Figure 1. Sizing map.
Drawn at 4 px/um.
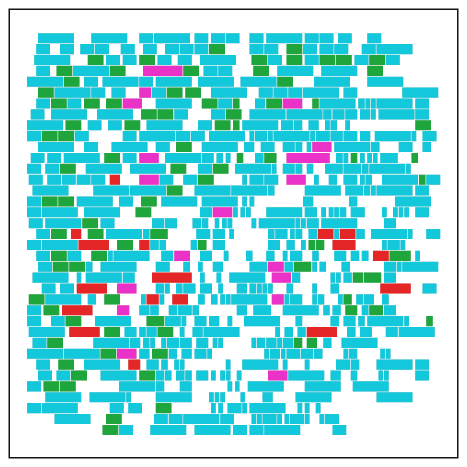
Figure 2. Gate-type map.
Drawn at 4 px/um.
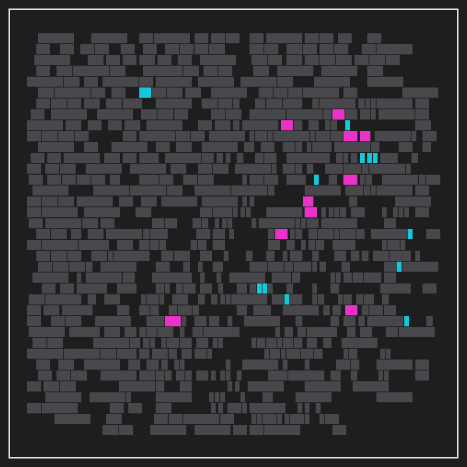
Figure 3. M2 wires.
Drawn at 2 px/um.
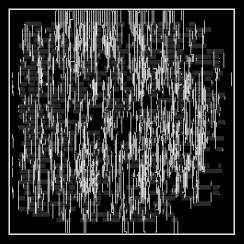
Figure 4. Routing congestion.
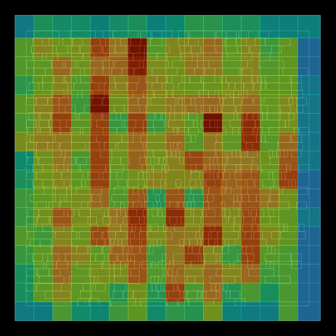
===== config.mk =====
export PLATFORM = sky130hd
export DESIGN_NAME = regime_watchdog
export DESIGN_NICKNAME = d
export VERILOG_FILES = /design/src/rtl/wdog_pkg.sv /design/src/rtl/wdog_window_calc.sv /design/src/rtl/regime_watchdog.sv
export SDC_FILE = /design/constraint.sdc
export NUM_CORES = 1
export LEC_CHECK = 0
export ABC_CLOCK_PERIOD_IN_PS = 4200
export CAP_MARGIN = 20
export CORE_MARGIN = 4
export CORE_UTILIZATION = 51
export DETAILED_ROUTE_END_ITERATION = 10
export GPL_TIMING_DRIVEN = 0
export PLACE_DENSITY_LB_ADDON = 0.3
export SLEW_MARGIN = 20
export SYNTH_ARGS = -nofsm -noshare
export SYNTH_HDL_FRONTEND = slang
export SYNTH_HIERARCHICAL = 1
export SYNTH_SLANG_ARGS = --single-unit

===== constraint.sdc =====
create_clock -name clk -period 4.2 [get_ports clk]
set_input_delay 0.84 -clock clk [delete_from_list [all_inputs] [get_ports clk]]
set_output_delay 0.84 -clock clk [all_outputs]
set_load 0.005 [all_outputs]

===== src/rtl/wdog_pkg.sv =====
`default_nettype none
// ============================================================================
//  Module : wdog_pkg
//  Brief  : Shared types and constants for the regime watchdog.
//           Regime codes are one-hot, as produced by the eigenvalue core.
//  Rev    : 1.0  initial release
// ============================================================================
package wdog_pkg;

   localparam logic [2:0] REGIME_UNDER = 3'b001;
   localparam logic [2:0] REGIME_CRIT  = 3'b010;
   localparam logic [2:0] REGIME_OVER  = 3'b100;

   typedef enum logic [1:0] {
      IDLE  = 2'd0,
      LOAD  = 2'd1,
      ARMED = 2'd2,
      TRIP  = 2'd3
   } state_t;

   typedef enum logic [1:0] {
      ALM_NONE    = 2'b00,
      ALM_STALL   = 2'b01,
      ALM_OSC     = 2'b10,
      ALM_INVALID = 2'b11
   } alarm_code_t;

   // A regime code is legal only if exactly one of the three classes is flagged.
   function automatic logic regime_legal(input logic [2:0] r);
      return (r == REGIME_UNDER) || (r == REGIME_CRIT) || (r == REGIME_OVER);
   endfunction

endpackage
`default_nettype wire


===== src/rtl/wdog_window_calc.sv =====
`default_nettype none
// ============================================================================
//  Module : wdog_window_calc
//  Brief  : Converts the time constant |inv_kappa| (Q15.16) into a clamped
//           supervision window in cycles. Purely combinational; the top
//           registers the result while in LOAD.
//  Rev    : 1.0  initial release
// ============================================================================
module wdog_window_calc
   import wdog_pkg::*;
#(
   parameter int F        = 16,
   parameter int TAU_MULT = 4,
   parameter int CNT_W    = 16,
   parameter int MIN_WIN  = 4,
   parameter int MAX_WIN  = 65535
) (
   input  logic [31:0]      inv_kappa,
   input  logic [2:0]       regime,
   output logic [CNT_W-1:0] window
);

   // 32-bit magnitude times a small multiplier fits comfortably in 48 bits.
   localparam int PW = 48;

   logic [31:0]   mag;
   logic [PW-1:0] prod;
   logic [PW-1:0] scaled;

   // Magnitude, scale to cycles, drop fraction, then clamp. Critical damping
   // has no meaningful time constant, so it gets the longest window.
   always_comb begin
      mag    = inv_kappa[31] ? (~inv_kappa + 32'd1) : inv_kappa;
      prod   = {{(PW-32){1'b0}}, mag} * PW'(TAU_MULT);
      scaled = prod >> F;
      if ((regime == REGIME_CRIT) || (inv_kappa == 32'd0))
         window = CNT_W'(MAX_WIN);
      else if (scaled < PW'(MIN_WIN))
         window = CNT_W'(MIN_WIN);
      else if (scaled > PW'(MAX_WIN))
         window = CNT_W'(MAX_WIN);
      else
         window = scaled[CNT_W-1:0];
   end

endmodule
`default_nettype wire


===== src/rtl/regime_watchdog.sv =====
`default_nettype none
// ============================================================================
//  Module : regime_watchdog
//  Brief  : Supervises the eigenvalue core. Each completed solve reloads a
//           countdown sized from the result's time constant; a sticky alarm
//           flags a stalled core, persistent oscillation or an illegal regime.
//           Optional feature macro: REGIME_WDOG_HIST_EN adds regime_hist,
//           a shift register of captured regimes (newest in [2:0]).
//  Rev    : 1.0  initial release
// ============================================================================
module regime_watchdog
   import wdog_pkg::*;
#(
   parameter int F        = 16,
   parameter int TAU_MULT = 4,
   parameter int CNT_W    = 16,
   parameter int MIN_WIN  = 4,
   parameter int MAX_WIN  = 65535,
   parameter int OSC_LIM  = 3
`ifdef REGIME_WDOG_HIST_EN
   ,
   parameter int HIST_D   = 8
`endif
) (
   input  logic             clk,
   input  logic             rst,
   input  logic             ena,
   input  logic             core_busy,
   input  logic [31:0]      kappa,
   input  logic [31:0]      inv_kappa,
   input  logic [2:0]       regime,
   input  logic             alarm_clr,
   output logic             alarm,
   output logic [1:0]       alarm_code,
   output logic             armed,
   output logic [CNT_W-1:0] window,
`ifdef REGIME_WDOG_HIST_EN
   output logic [3*HIST_D-1:0] regime_hist,
`endif
   output logic [31:0]      kappa_lat
);

   localparam int              OW         = $clog2(OSC_LIM + 1);
   localparam logic [OW-1:0]   OSC_LIM_V  = OW'(OSC_LIM);

   state_t            state_q, state_d;
   alarm_code_t       code_q, trip_code;
   logic              busy_q;
   logic              new_res;
   logic              capture, load_win, dec_cnt, do_trip, do_clear;
   logic [OW-1:0]     osc_q, osc_d;
   logic [CNT_W-1:0]  cnt_q, window_q, win_calc;
   logic [31:0]       inv_lat, kappa_q;
   logic [2:0]        regime_lat;
   logic              alarm_q;

   // Falling edge of core_busy marks a fresh result from the core.
   assign new_res = busy_q & ~core_busy;

   wdog_window_calc #(
      .F        (F),
      .TAU_MULT (TAU_MULT),
      .CNT_W    (CNT_W),
      .MIN_WIN  (MIN_WIN),
      .MAX_WIN  (MAX_WIN)
   ) u_calc (
      .inv_kappa (inv_lat),
      .regime    (regime_lat),
      .window    (win_calc)
   );

   // Busy edge detector history.
   always_ff @(posedge clk or posedge rst) begin
      if (rst)      busy_q <= 1'b0;
      else if (ena) busy_q <= core_busy;
   end

   // FSM state register.
   always_ff @(posedge clk or posedge rst) begin
      if (rst)      state_q <= IDLE;
      else if (ena) state_q <= state_d;
   end

   // Next state, trip decision and datapath strobes.
   always_comb begin
      state_d   = state_q;
      capture   = 1'b0;
      load_win  = 1'b0;
      dec_cnt   = 1'b0;
      do_trip   = 1'b0;
      do_clear  = 1'b0;
      trip_code = ALM_NONE;
      osc_d     = osc_q;
      case (state_q)
         IDLE: begin
            if (new_res) begin
               capture = 1'b1;
               state_d = LOAD;
            end
         end
         LOAD: begin
            load_win = 1'b1;
            if (regime_legal(regime_lat) && (regime_lat == REGIME_UNDER))
               osc_d = (osc_q >= OSC_LIM_V) ? osc_q : osc_q + 1'b1;
            else
               osc_d = '0;
            if (!regime_legal(regime_lat)) begin
               do_trip   = 1'b1;
               trip_code = ALM_INVALID;
               state_d   = TRIP;
            end else if (osc_d >= OSC_LIM_V) begin
               do_trip   = 1'b1;
               trip_code = ALM_OSC;
               state_d   = TRIP;
            end else begin
               state_d = ARMED;
            end
         end
         ARMED: begin
            // A fresh result on the expiry cycle still counts as on time.
            if (new_res) begin
               capture = 1'b1;
               state_d = LOAD;
            end else if (cnt_q == '0) begin
               do_trip   = 1'b1;
               trip_code = ALM_STALL;
               state_d   = TRIP;
            end else begin
               dec_cnt = 1'b1;
            end
         end
         TRIP: begin
            if (alarm_clr) begin
               do_clear = 1'b1;
               osc_d    = '0;
               state_d  = IDLE;
            end
         end
         default: state_d = IDLE;
      endcase
   end

   // Result capture registers.
   always_ff @(posedge clk or posedge rst) begin
      if (rst) begin
         kappa_q    <= '0;
         inv_lat    <= '0;
         regime_lat <= '0;
      end else if (ena && capture) begin
         kappa_q    <= kappa;
         inv_lat    <= inv_kappa;
         regime_lat <= regime;
      end
   end

   // Window load and supervision countdown.
   always_ff @(posedge clk or posedge rst) begin
      if (rst) begin
         window_q <= '0;
         cnt_q    <= '0;
      end else if (ena) begin
         if (load_win) begin
            window_q <= win_calc;
            cnt_q    <= win_calc;
         end else if (dec_cnt) begin
            cnt_q <= cnt_q - 1'b1;
         end
      end
   end

   // Consecutive-underdamped counter.
   always_ff @(posedge clk or posedge rst) begin
      if (rst)      osc_q <= '0;
      else if (ena) osc_q <= osc_d;
   end

   // Sticky alarm; a trip always takes precedence over a clear.
   always_ff @(posedge clk or posedge rst) begin
      if (rst) begin
         alarm_q <= 1'b0;
         code_q  <= ALM_NONE;
      end else if (ena) begin
         if (do_trip) begin
            alarm_q <= 1'b1;
            code_q  <= trip_code;
         end else if (do_clear) begin
            alarm_q <= 1'b0;
            code_q  <= ALM_NONE;
         end
      end
   end

`ifdef REGIME_WDOG_HIST_EN
   logic [3*HIST_D-1:0] hist_q;

   // Regime history, pushed on every accepted capture.
   always_ff @(posedge clk or posedge rst) begin
      if (rst)                  hist_q <= '0;
      else if (ena && capture)  hist_q <= {hist_q[3*HIST_D-4:0], regime};
   end

   assign regime_hist = hist_q;
`endif

   assign alarm      = alarm_q;
   assign alarm_code = code_q;
   assign armed      = (state_q == ARMED);
   assign window     = window_q;
   assign kappa_lat  = kappa_q;

endmodule
`default_nettype wire

==> Slide: Implementation Results <==
Run Summary

Run
  • Max-capacitance violation count: 0
  • Tool warnings: 30

Finish
  • # clk buffers: 11
  • Layout cell share with drive strength beyond 1: 20.0%
  • Top Layout Cells: 122 x clkdlybuf4s50_1, 107 x dfrtp_1, 80 x nand2_1, 69 x mux2_2, 18 x nor2_1
  • Finished Layout Cells: 770
  • Comb gates: 354
  • Bufs w/o clock: 145
  • Nets: 707
  • Area Overhead vs Synth: 29.9%
  • Buffering overhead: 19.1%
  • Clock-cell share: 3.07%
  • Flip-flops: 107
  • N_diodes: 0
  • Logic share of the area: 37.2%
  • Multi-input gate area: 2660 sq um

Worst hold path
  • HP Start: window[9]$_DFFE_PP0P_
  • Hold Path Class: flop to flop
  • Hold EP: window[9]$_DFFE_PP0P_

Worst setup path
  • Crit path max fanout: 8
  • Critical Path RT: 3.36 ns
  • Crit path buffers/inverters: 2
  • Crit path from: state_q[0]$_DFFE_PP0P_
  • Crit Path Class: flop to output port
  • Slack of the worst reg-to-reg path: 1.54 ns
  • R2R Path End: cnt_q[11]$_DFFE_PP0P_
  • FF-to-FF Start: inv_lat[13]$_DFFE_PP0P_
  • Worst setup endpoint: armed
  • Top Family by Delay on Critical Path: buffers and inverters
  • WP data arrival: 1.90 ns
  • Cell Chain, Critical Path: inv_1, ha_1, clkdlybuf4s50_1
  • Largest stage delay on the critical path: 0.58 ns

Clock tree
  • Skew-Pair Late Insertion Delay: 0.37 ns
  • H-tree levels: 3
  • Clock sinks: 107
  • Clk root buf: clkbuf_8
  • CTS resizes: 0

Power
  • Seq pwr share: 40.5%
  • Seq pwr: 0.00203 W
  • Sw Ratio: 38.0%
  • Leakage: 2.96 nW
  • Clock group share of total power: 13.8%
  • Max power group: combinational cells
  • P_sw: 0.00190 W
  • Comb power frac: 45.7%
  • Cell Pwr Density: 701 nW/um^2

Placed design
  • Cell Area, Placed: 6920 sq um
  • Cell Count Post-Placement: 754

Timing
  • Fin crit period: 2.74 ns
  • Final Max Tran Viols: 0
  • Final Skew: 0.0103 ns
  • Fmax: 365 MHz
  • Period utilisation layout: 65.3%
  • Sum Neg Setup Slack: 0 ns
  • Final tally of setup violations: 0

Yosys
  • YS chip area: 5490 sq um
  • Avg Cell Area, Syn: 11.1 sq um
  • Synth Cell Area: 5490 sq um
  • Post-synth ARST share: 100%
  • Synth Seq Share: 48.7%
  • Top cells by area: dfrtp_1 49%, mux2_2 14%, nand2_1 5.5%, xor2_1 2.6%, nor4_4 1.5%
  • Netlist cell types: 76
  • Number of enable flip-flop cells: 0
  • Synthesized netlist cell count: 495
  • Top-count cell post-synth: dfrtp_1
  • Post-synthesis xor/xnor area fraction: 3.67%
  • Comb area leader: simple AND/OR/NAND/NOR gates
  • Area fraction in compound gates: 9.09%

Status
  • Status: finished, final reports clean

Global route
  • Largest net degree at the start of global routing: 68
  • Global-route usage over all layers: 21.3%
  • Initial antenna violation count: 0

Floorplanning
  • Core area: 10400 sq um
  • Row cnt: 37
  • Die W: 112 um
  • I/O pin total: 124

Route
  • Met3 routed WL: 692 um
  • DR WL/cell: 17.3 um
  • Met2 wire length: 6.76 mm
  • Initial drt markers: 198
  • Remaining antenna violation count: 0
## Picture notes: Figure 1
color	size	cells
magenta	drive 6 and up	18
red	drive 3 to 4	17
cyan	drive 1 or less	507
green	drive 2	92
Final WS setup: 1.46 ns
final instance area: 7140 sq um

## Picture notes: Figure 2
color	family	cells
magenta	AND-OR and OR-AND gates	10
cyan	inverters	12

## Picture notes: Figure 3
wire length on this layer	6760 um
share of all routed wire	51%
main direction	vertical
DR vias: 4242
final WL: 13.3 mm
met2 Usage GRT: 37.1%

## Picture notes: Figure 4
met1 usage: 26.8%
final core occ: 68.5%

No activity file was given, so power comes from the tool's default toggle rates.
